File: config.mk
export PLATFORM = sky130hd
export DESIGN_NAME = wb_arbiter_rr_flat
export DESIGN_NICKNAME = d
export VERILOG_FILES = /design/src/rtl/wb_arbiter_rr_if.sv /design/src/rtl/wb_arbiter_rr.sv /design/src/flat_wrapper.sv
export SDC_FILE = /design/constraint.sdc
export NUM_CORES = 1
export LEC_CHECK = 0
export CAP_MARGIN = 0
export CORE_AREA = 8 8 132 134
export DETAILED_ROUTE_END_ITERATION = 8
export DIE_AREA = 0 0 140 142
export PLACE_DENSITY = 0.62
export SYNTH_ARGS = -nofsm -noshare
export SYNTH_HDL_FRONTEND = slang
export SYNTH_SLANG_ARGS = --single-unit
export TNS_END_PERCENT = 1
File: constraint.sdc
create_clock -name clk_i -period 2.06 [get_ports clk_i]
set_input_delay 0.309 -clock clk_i [delete_from_list [all_inputs] [get_ports clk_i]]
set_output_delay 0.309 -clock clk_i [all_outputs]
set_load 0.01 [all_outputs]
File: src/rtl/wb_arbiter_rr_if.sv
// Bus bundle between the masters, the round-robin arbiter and the shared slave.
// The slave modport is the arbiter's view. The master modport is the surrounding environment's view.
interface wb_arbiter_rr_if #(
    parameter int N_MASTERS  = 4,
    parameter int ADDR_WIDTH = 16,
    parameter int DATA_WIDTH = 32,
    parameter int SEL_WIDTH  = 4
);
    logic [N_MASTERS-1:0]            m_cyc_i;
    logic [N_MASTERS-1:0]            m_stb_i;
    logic [N_MASTERS-1:0]            m_we_i;
    logic [N_MASTERS*ADDR_WIDTH-1:0] m_adr_i;
    logic [N_MASTERS*DATA_WIDTH-1:0] m_dat_i;
    logic [N_MASTERS*SEL_WIDTH-1:0]  m_sel_i;
    logic [DATA_WIDTH-1:0]           m_dat_o;
    logic [N_MASTERS-1:0]            m_ack_o;
    logic [N_MASTERS-1:0]            m_err_o;
    logic                            s_cyc_o;
    logic                            s_stb_o;
    logic                            s_we_o;
    logic [ADDR_WIDTH-1:0]           s_adr_o;
    logic [DATA_WIDTH-1:0]           s_dat_o;
    logic [SEL_WIDTH-1:0]            s_sel_o;
    logic [DATA_WIDTH-1:0]           s_dat_i;
    logic                            s_ack_i;

    modport slave (
        input  m_cyc_i, m_stb_i, m_we_i, m_adr_i, m_dat_i, m_sel_i, s_dat_i, s_ack_i,
        output m_dat_o, m_ack_o, m_err_o, s_cyc_o, s_stb_o, s_we_o, s_adr_o, s_dat_o, s_sel_o
    );

    modport master (
        output m_cyc_i, m_stb_i, m_we_i, m_adr_i, m_dat_i, m_sel_i, s_dat_i, s_ack_i,
        input  m_dat_o, m_ack_o, m_err_o, s_cyc_o, s_stb_o, s_we_o, s_adr_o, s_dat_o, s_sel_o
    );
endinterface

File: src/rtl/wb_arbiter_rr.sv
// Round-robin Wishbone B4 classic arbiter: N masters share one slave, and a grant lasts for the whole CYC.
// Define WB_ARBITER_TIMEOUT_EN to add a stall watchdog that reports ERR and then forces the slave cycle off.
//
//  state   | meaning
//  IDLE    | no owner; pick the next requester after the last owner
//  GRANTED | owner's signals routed to the slave until it drops CYC
//  RELEASE | watchdog fired; slave CYC forced low until owner drops CYC
module wb_arbiter_rr #(
    parameter int N_MASTERS      = 4,
    parameter int ADDR_WIDTH     = 16,
    parameter int DATA_WIDTH     = 32,
    parameter int GRANULE        = 8,
    parameter int TIMEOUT_CYCLES = 255
) (
    input  logic                 clk_i,
    input  logic                 rst_i,
    wb_arbiter_rr_if.slave       bus,
    output logic [N_MASTERS-1:0] grant_o
);
    localparam int SEL_WIDTH = DATA_WIDTH / GRANULE;
    localparam int IW        = $clog2(N_MASTERS);

    typedef enum logic [1:0] {
        IDLE    = 2'd0,
        GRANTED = 2'd1
`ifdef WB_ARBITER_TIMEOUT_EN
        ,
        RELEASE = 2'd2
`endif
    } state_t;

    state_t               state_q, state_d;
    logic [N_MASTERS-1:0] grant_q, grant_d;
    logic [IW-1:0]        last_q, last_d;
    logic [IW-1:0]        gidx;
    logic                 gvalid;
    logic                 cyc_g;
    logic                 stb_g;
    logic                 release_act;
    logic                 err_hit;

`ifdef WB_ARBITER_TIMEOUT_EN
    localparam int CW = $clog2(TIMEOUT_CYCLES + 1);
    localparam logic [CW-1:0] CNT_LAST = CW'(TIMEOUT_CYCLES - 1);
    logic [CW-1:0] cnt_q, cnt_d;
`endif

    always_comb begin
        gidx = '0;
        for (int i = 0; i < N_MASTERS; i++) begin
            if (grant_q[i]) gidx = IW'(i);
        end
    end

    assign gvalid = |grant_q;
    assign cyc_g  = gvalid & bus.m_cyc_i[gidx];
    assign stb_g  = cyc_g & bus.m_stb_i[gidx];

    always_ff @(posedge clk_i) begin
        if (rst_i) begin
            state_q <= IDLE;
            grant_q <= '0;
            last_q  <= IW'(N_MASTERS - 1);
`ifdef WB_ARBITER_TIMEOUT_EN
            cnt_q   <= '0;
`endif
        end else begin
            state_q <= state_d;
            grant_q <= grant_d;
            last_q  <= last_d;
`ifdef WB_ARBITER_TIMEOUT_EN
            cnt_q   <= cnt_d;
`endif
        end
    end

    always_comb begin
        state_d     = state_q;
        grant_d     = grant_q;
        last_d      = last_q;
        err_hit     = 1'b0;
        release_act = 1'b0;
`ifdef WB_ARBITER_TIMEOUT_EN
        cnt_d       = cnt_q;
`endif
        case (state_q)
            IDLE: begin
                logic found;
                int   k;
                found = 1'b0;
                // Scan starts just after the previous owner so every requester gets a turn.
                for (int i = 1; i <= N_MASTERS; i++) begin
                    k = int'(last_q) + i;
                    if (k >= N_MASTERS) k = k - N_MASTERS;
                    if (!found && bus.m_cyc_i[k[IW-1:0]]) begin
                        found                = 1'b1;
                        grant_d              = '0;
                        grant_d[k[IW-1:0]]   = 1'b1;
                    end
                end
                if (found) state_d = GRANTED;
`ifdef WB_ARBITER_TIMEOUT_EN
                cnt_d = '0;
`endif
            end
            GRANTED: begin
                if (!cyc_g) begin
                    last_d  = gidx;
                    grant_d = '0;
                    state_d = IDLE;
                end
`ifdef WB_ARBITER_TIMEOUT_EN
                else if (bus.s_ack_i) begin
                    cnt_d = '0;
                end else if (stb_g) begin
                    if (cnt_q == CNT_LAST) begin
                        err_hit = 1'b1;
                        state_d = RELEASE;
                    end else begin
                        cnt_d = cnt_q + 1'b1;
                    end
                end
`endif
            end
`ifdef WB_ARBITER_TIMEOUT_EN
            RELEASE: begin
                release_act = 1'b1;
                if (bus.s_ack_i) cnt_d = '0;
                if (!cyc_g) begin
                    last_d  = gidx;
                    grant_d = '0;
                    state_d = IDLE;
                end
            end
`endif
            default: begin
                state_d = IDLE;
                grant_d = '0;
            end
        endcase
    end

    always_comb begin
        bus.s_cyc_o = cyc_g & ~release_act;
        bus.s_stb_o = stb_g & ~release_act;
        bus.s_we_o  = 1'b0;
        bus.s_adr_o = '0;
        bus.s_dat_o = '0;
        bus.s_sel_o = '0;
        if (gvalid) begin
            bus.s_we_o  = bus.m_we_i[gidx];
            bus.s_adr_o = bus.m_adr_i[gidx*ADDR_WIDTH +: ADDR_WIDTH];
            bus.s_dat_o = bus.m_dat_i[gidx*DATA_WIDTH +: DATA_WIDTH];
            bus.s_sel_o = bus.m_sel_i[gidx*SEL_WIDTH +: SEL_WIDTH];
        end
    end

    always_comb begin
        bus.m_ack_o = '0;
        if (bus.s_stb_o && bus.s_ack_i) bus.m_ack_o[gidx] = 1'b1;
    end

`ifdef WB_ARBITER_TIMEOUT_EN
    always_comb begin
        bus.m_err_o = '0;
        if (err_hit) bus.m_err_o[gidx] = 1'b1;
    end
`else
    assign bus.m_err_o = '0;
`endif

    assign bus.m_dat_o = bus.s_dat_i;
    assign grant_o     = grant_q;
endmodule

File: src/flat_wrapper.sv
// flat-port wrapper written by rule: the top's interface ports become plain ports
module wb_arbiter_rr_flat 
#(
    parameter int N_MASTERS      = 4,
    parameter int ADDR_WIDTH     = 16,
    parameter int DATA_WIDTH     = 32,
    parameter int GRANULE        = 8,
    parameter int TIMEOUT_CYCLES = 255
)
  (clk_i, rst_i, grant_o, bus_m_cyc_i, bus_m_stb_i, bus_m_we_i, bus_m_adr_i, bus_m_dat_i, bus_m_sel_i, bus_s_dat_i, bus_s_ack_i, bus_m_dat_o, bus_m_ack_o, bus_m_err_o, bus_s_cyc_o, bus_s_stb_o, bus_s_we_o, bus_s_adr_o, bus_s_dat_o, bus_s_sel_o);
  wb_arbiter_rr_if #(.N_MASTERS(N_MASTERS), .ADDR_WIDTH(ADDR_WIDTH), .DATA_WIDTH(DATA_WIDTH), .SEL_WIDTH((4))) bus_i ();
  input  logic clk_i;
  input  logic rst_i;
  output logic [N_MASTERS-1:0] grant_o;
  input wire logic [$bits(bus_i.m_cyc_i)-1:0] bus_m_cyc_i;
  input wire logic [$bits(bus_i.m_stb_i)-1:0] bus_m_stb_i;
  input wire logic [$bits(bus_i.m_we_i)-1:0] bus_m_we_i;
  input wire logic [$bits(bus_i.m_adr_i)-1:0] bus_m_adr_i;
  input wire logic [$bits(bus_i.m_dat_i)-1:0] bus_m_dat_i;
  input wire logic [$bits(bus_i.m_sel_i)-1:0] bus_m_sel_i;
  input wire logic [$bits(bus_i.s_dat_i)-1:0] bus_s_dat_i;
  input wire logic [$bits(bus_i.s_ack_i)-1:0] bus_s_ack_i;
  output wire logic [$bits(bus_i.m_dat_o)-1:0] bus_m_dat_o;
  output wire logic [$bits(bus_i.m_ack_o)-1:0] bus_m_ack_o;
  output wire logic [$bits(bus_i.m_err_o)-1:0] bus_m_err_o;
  output wire logic [$bits(bus_i.s_cyc_o)-1:0] bus_s_cyc_o;
  output wire logic [$bits(bus_i.s_stb_o)-1:0] bus_s_stb_o;
  output wire logic [$bits(bus_i.s_we_o)-1:0] bus_s_we_o;
  output wire logic [$bits(bus_i.s_adr_o)-1:0] bus_s_adr_o;
  output wire logic [$bits(bus_i.s_dat_o)-1:0] bus_s_dat_o;
  output wire logic [$bits(bus_i.s_sel_o)-1:0] bus_s_sel_o;
  assign bus_i.m_cyc_i = bus_m_cyc_i;
  assign bus_i.m_stb_i = bus_m_stb_i;
  assign bus_i.m_we_i = bus_m_we_i;
  assign bus_i.m_adr_i = bus_m_adr_i;
  assign bus_i.m_dat_i = bus_m_dat_i;
  assign bus_i.m_sel_i = bus_m_sel_i;
  assign bus_i.s_dat_i = bus_s_dat_i;
  assign bus_i.s_ack_i = bus_s_ack_i;
  assign bus_m_dat_o = bus_i.m_dat_o;
  assign bus_m_ack_o = bus_i.m_ack_o;
  assign bus_m_err_o = bus_i.m_err_o;
  assign bus_s_cyc_o = bus_i.s_cyc_o;
  assign bus_s_stb_o = bus_i.s_stb_o;
  assign bus_s_we_o = bus_i.s_we_o;
  assign bus_s_adr_o = bus_i.s_adr_o;
  assign bus_s_dat_o = bus_i.s_dat_o;
  assign bus_s_sel_o = bus_i.s_sel_o;
  wb_arbiter_rr #(.N_MASTERS(N_MASTERS), .ADDR_WIDTH(ADDR_WIDTH), .DATA_WIDTH(DATA_WIDTH), .GRANULE(GRANULE), .TIMEOUT_CYCLES(TIMEOUT_CYCLES)) u_core (.clk_i(clk_i), .rst_i(rst_i), .bus(bus_i), .grant_o(grant_o));
endmodule
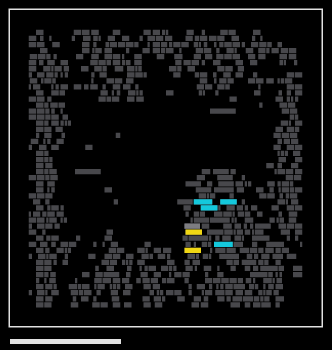
Figure 1: sequential cells coloured by netlist name.
Scale bar: 50 um. Other sequential cells in the stronger grey, the rest of the logic in the fainter grey.
Key: `u_core.last_q` = yellow [placed flops 2]; `u_core.grant_o` = cyan [placed flops 4]
fin util: 40.6%
P_seq: 265 uW
Seq area share: 2.44%

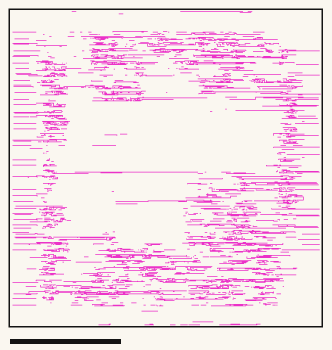
Figure 2: metal 1.
Scale bar: 50 um.
The layer holds 38% of the routed length. The layer carries 6770 um of wire. The wires run mostly horizontal. 820 nets have wire on it.
met1 Use GR: 18.6%
DR vias: 4833
final WL: 18000 um

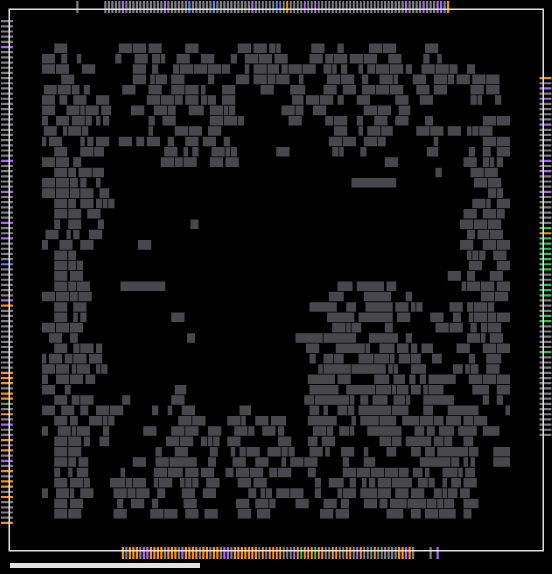
Figure 3: pin placement.
Scale bar: 50 um. Pins as bars across the die edge, other pins in grey.
Key: `bus_m_we_i` = blue [pins 4, direction input, edge 3 top, 1 left]; `bus_m_adr_i` = orange [pins 64, direction input, edge 46 bottom, 14 left, 2 top, 2 right]; `bus_m_dat_o` = purple [pins 32, direction output, edge 9 bottom, 9 top, 8 left, 6 right]; `bus_m_sel_i` = green [pins 16, direction input, edge 14 right, 2 bottom]

==> impl_metrics.json <==
{
  "power.internal_uw": 3110,
  "fillers": 1607,
  "vias_per_cell": 5.45,
  "dpl.hpwl_um": 14200,
  "grt_pass1_vias": 4874,
  "comb_power_uw": 5470,
  "slowest_stage": "dfxtp_4",
  "crit_chain": "buf_4 > buf_12 > a221o_1 > a21oi_2 > nor2_1 > clkdlybuf4s15_2",
  "total_power_uw": 6070,
  "comb_area_share_pct": 40.6,
  "cts_setup_buffers": 4,
  "wl_met3_um": 1740,
  "async_flop_share_pct": 0,
  "layout_top_cells": "clkdlybuf4s50_1, nor2_1, nand2b_1, a222oi_1, a221o_1",
  "portBuffers": 285,
  "tapCellCount": 192,
  "dieHeight_um": 142,
  "diodes": 0,
  "dr.pass1.iters": 6,
  "crit_path_end_kind": "output pin",
  "core_util_floorplan_pct": 20.1,
  "period_needed_ns": 2.09,
  "seq_power_share_pct": 4.4,
  "die-area_um2": 19900,
  "buffers_excl_clock": 341,
  "rows": 46,
  "path_buffers": 3,
  "ios": 354,
  "top_usage_layer": "met2",
  "htree_levels": 1,
  "rrSetupSlack_ns": 0.04,
  "pwr-share-clk_pct": 5.4,
  "grtUsageMet3_pct": 4.86,
  "grt_overflow_total": 0,
  "power-top-group": "combinational logic",
  "min_path_type": "in2out",
  "worst_slack_ns": -0.0292,
  "yosys.area_share.adder_pct": 1.62,
  "min_from": "bus_s_dat_i[10]",
  "cts_buffer_depth": 2,
  "area_leaders": "a221o_1, a222oi_1, nand2b_1, a21oi_1, buf_4",
  "compound_area_share_pct": 50.3,
  "syn_avg_cell_area_um2": 7.17,
  "violations": "setup timing",
  "gr-usage-met2_pct": 29.3,
  "final_max_slew_viol_count": 0,
  "crit_path_start": "u_core.grant_o[3]$_SDFFE_PP0P_",
  "max_stage_delay_ns": 0.37,
  "most_common_cell": "nor2_1",
  "startpoint_type": "flip-flop",
  "pre_cts_slack_ns": -0.616,
  "top_layer": "met4",
  "fmax_mhz": 479,
  "top_area_cell_class": "non-clock buffers",
  "ys_sh_xor_pct": 0,
  "wl_met2_um": 9000,
  "grt_max_degree": 53,
  "yosysWarnings": 0,
  "whs_endpoint": "bus_m_dat_o[10]",
  "postLayoutCellArea_um2": 6250,
  "num-multi-input-gates": 335,
  "switchingPower_uw": 2960,
  "power_frac_comb_pct": 90.2,
  "clock_tree_area_fraction_pct": 1.26,
  "seq_area_um2": 153,
  "worstSetupPathType": "reg2out",
  "synth_area_um2": 3100,
  "cp_data_required_time_ns": 1.75,
  "outcome": "complete, but fails checks",
  "holdPathStages": 0,
  "stdcell_count": 886,
  "hold_slack_ns": 0.618,
  "nNetsFinal": 954,
  "rsz0062_at_grt": "yes",
  "coreArea_um2": 15400,
  "rr_endpoint": "u_core.grant_o[0]$_SDFFE_PP0P_",
  "ys_seq_share_pct": 4.52,
  "ys_cells": 432,
  "flop-count": 7,
  "root_buffer": "clkbuf_16",
  "swShare_pct": 48.8,
  "critPathMaxFanout": 52,
  "ys_sh_simple_pct": 21.9,
  "setup_viol": 11,
  "cts.clk_slew.worst_paths_ns": 0.04,
  "warnings": 32,
  "wl_met1_um": 6770,
  "remaining_drc_errors": 0,
  "post_cts_resized": 159,
  "buf_share_pct": 51.4
}
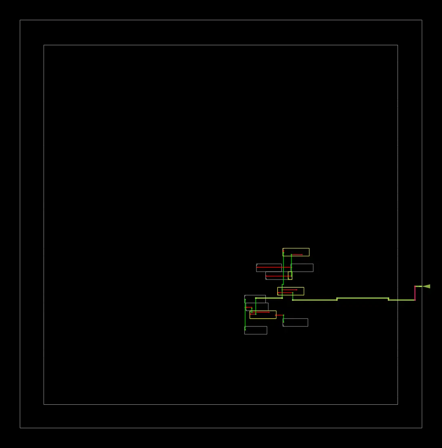
Figure 4: clock routing.
Clock buffer cells: 4
Final Skew: 0.00182 ns
clk pwr: 330 uW
Num CTS Buffers: 3
CTS sink count: 7

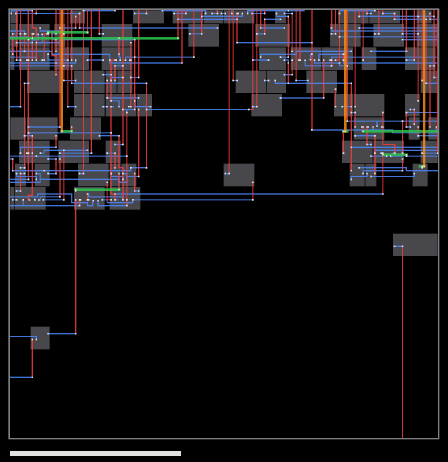
Figure 5: close-up of the layout.
Scale bar: 20 um. Region (45, 74) to (95, 124) um. Cells in grey, sequential cells in the stronger grey; small squares are vias.
Key: metal 4 = orange; metal 3 = green; metal 2 = red; metal 1 = blue
Most frequent: clkdlybuf4s50_1 (25), nor2_1 (7), a222oi_1 (7). Sequential cells in the window: 0. 65 logic cells have their middle in the window.

Power is estimated from default activity; no workload was simulated.
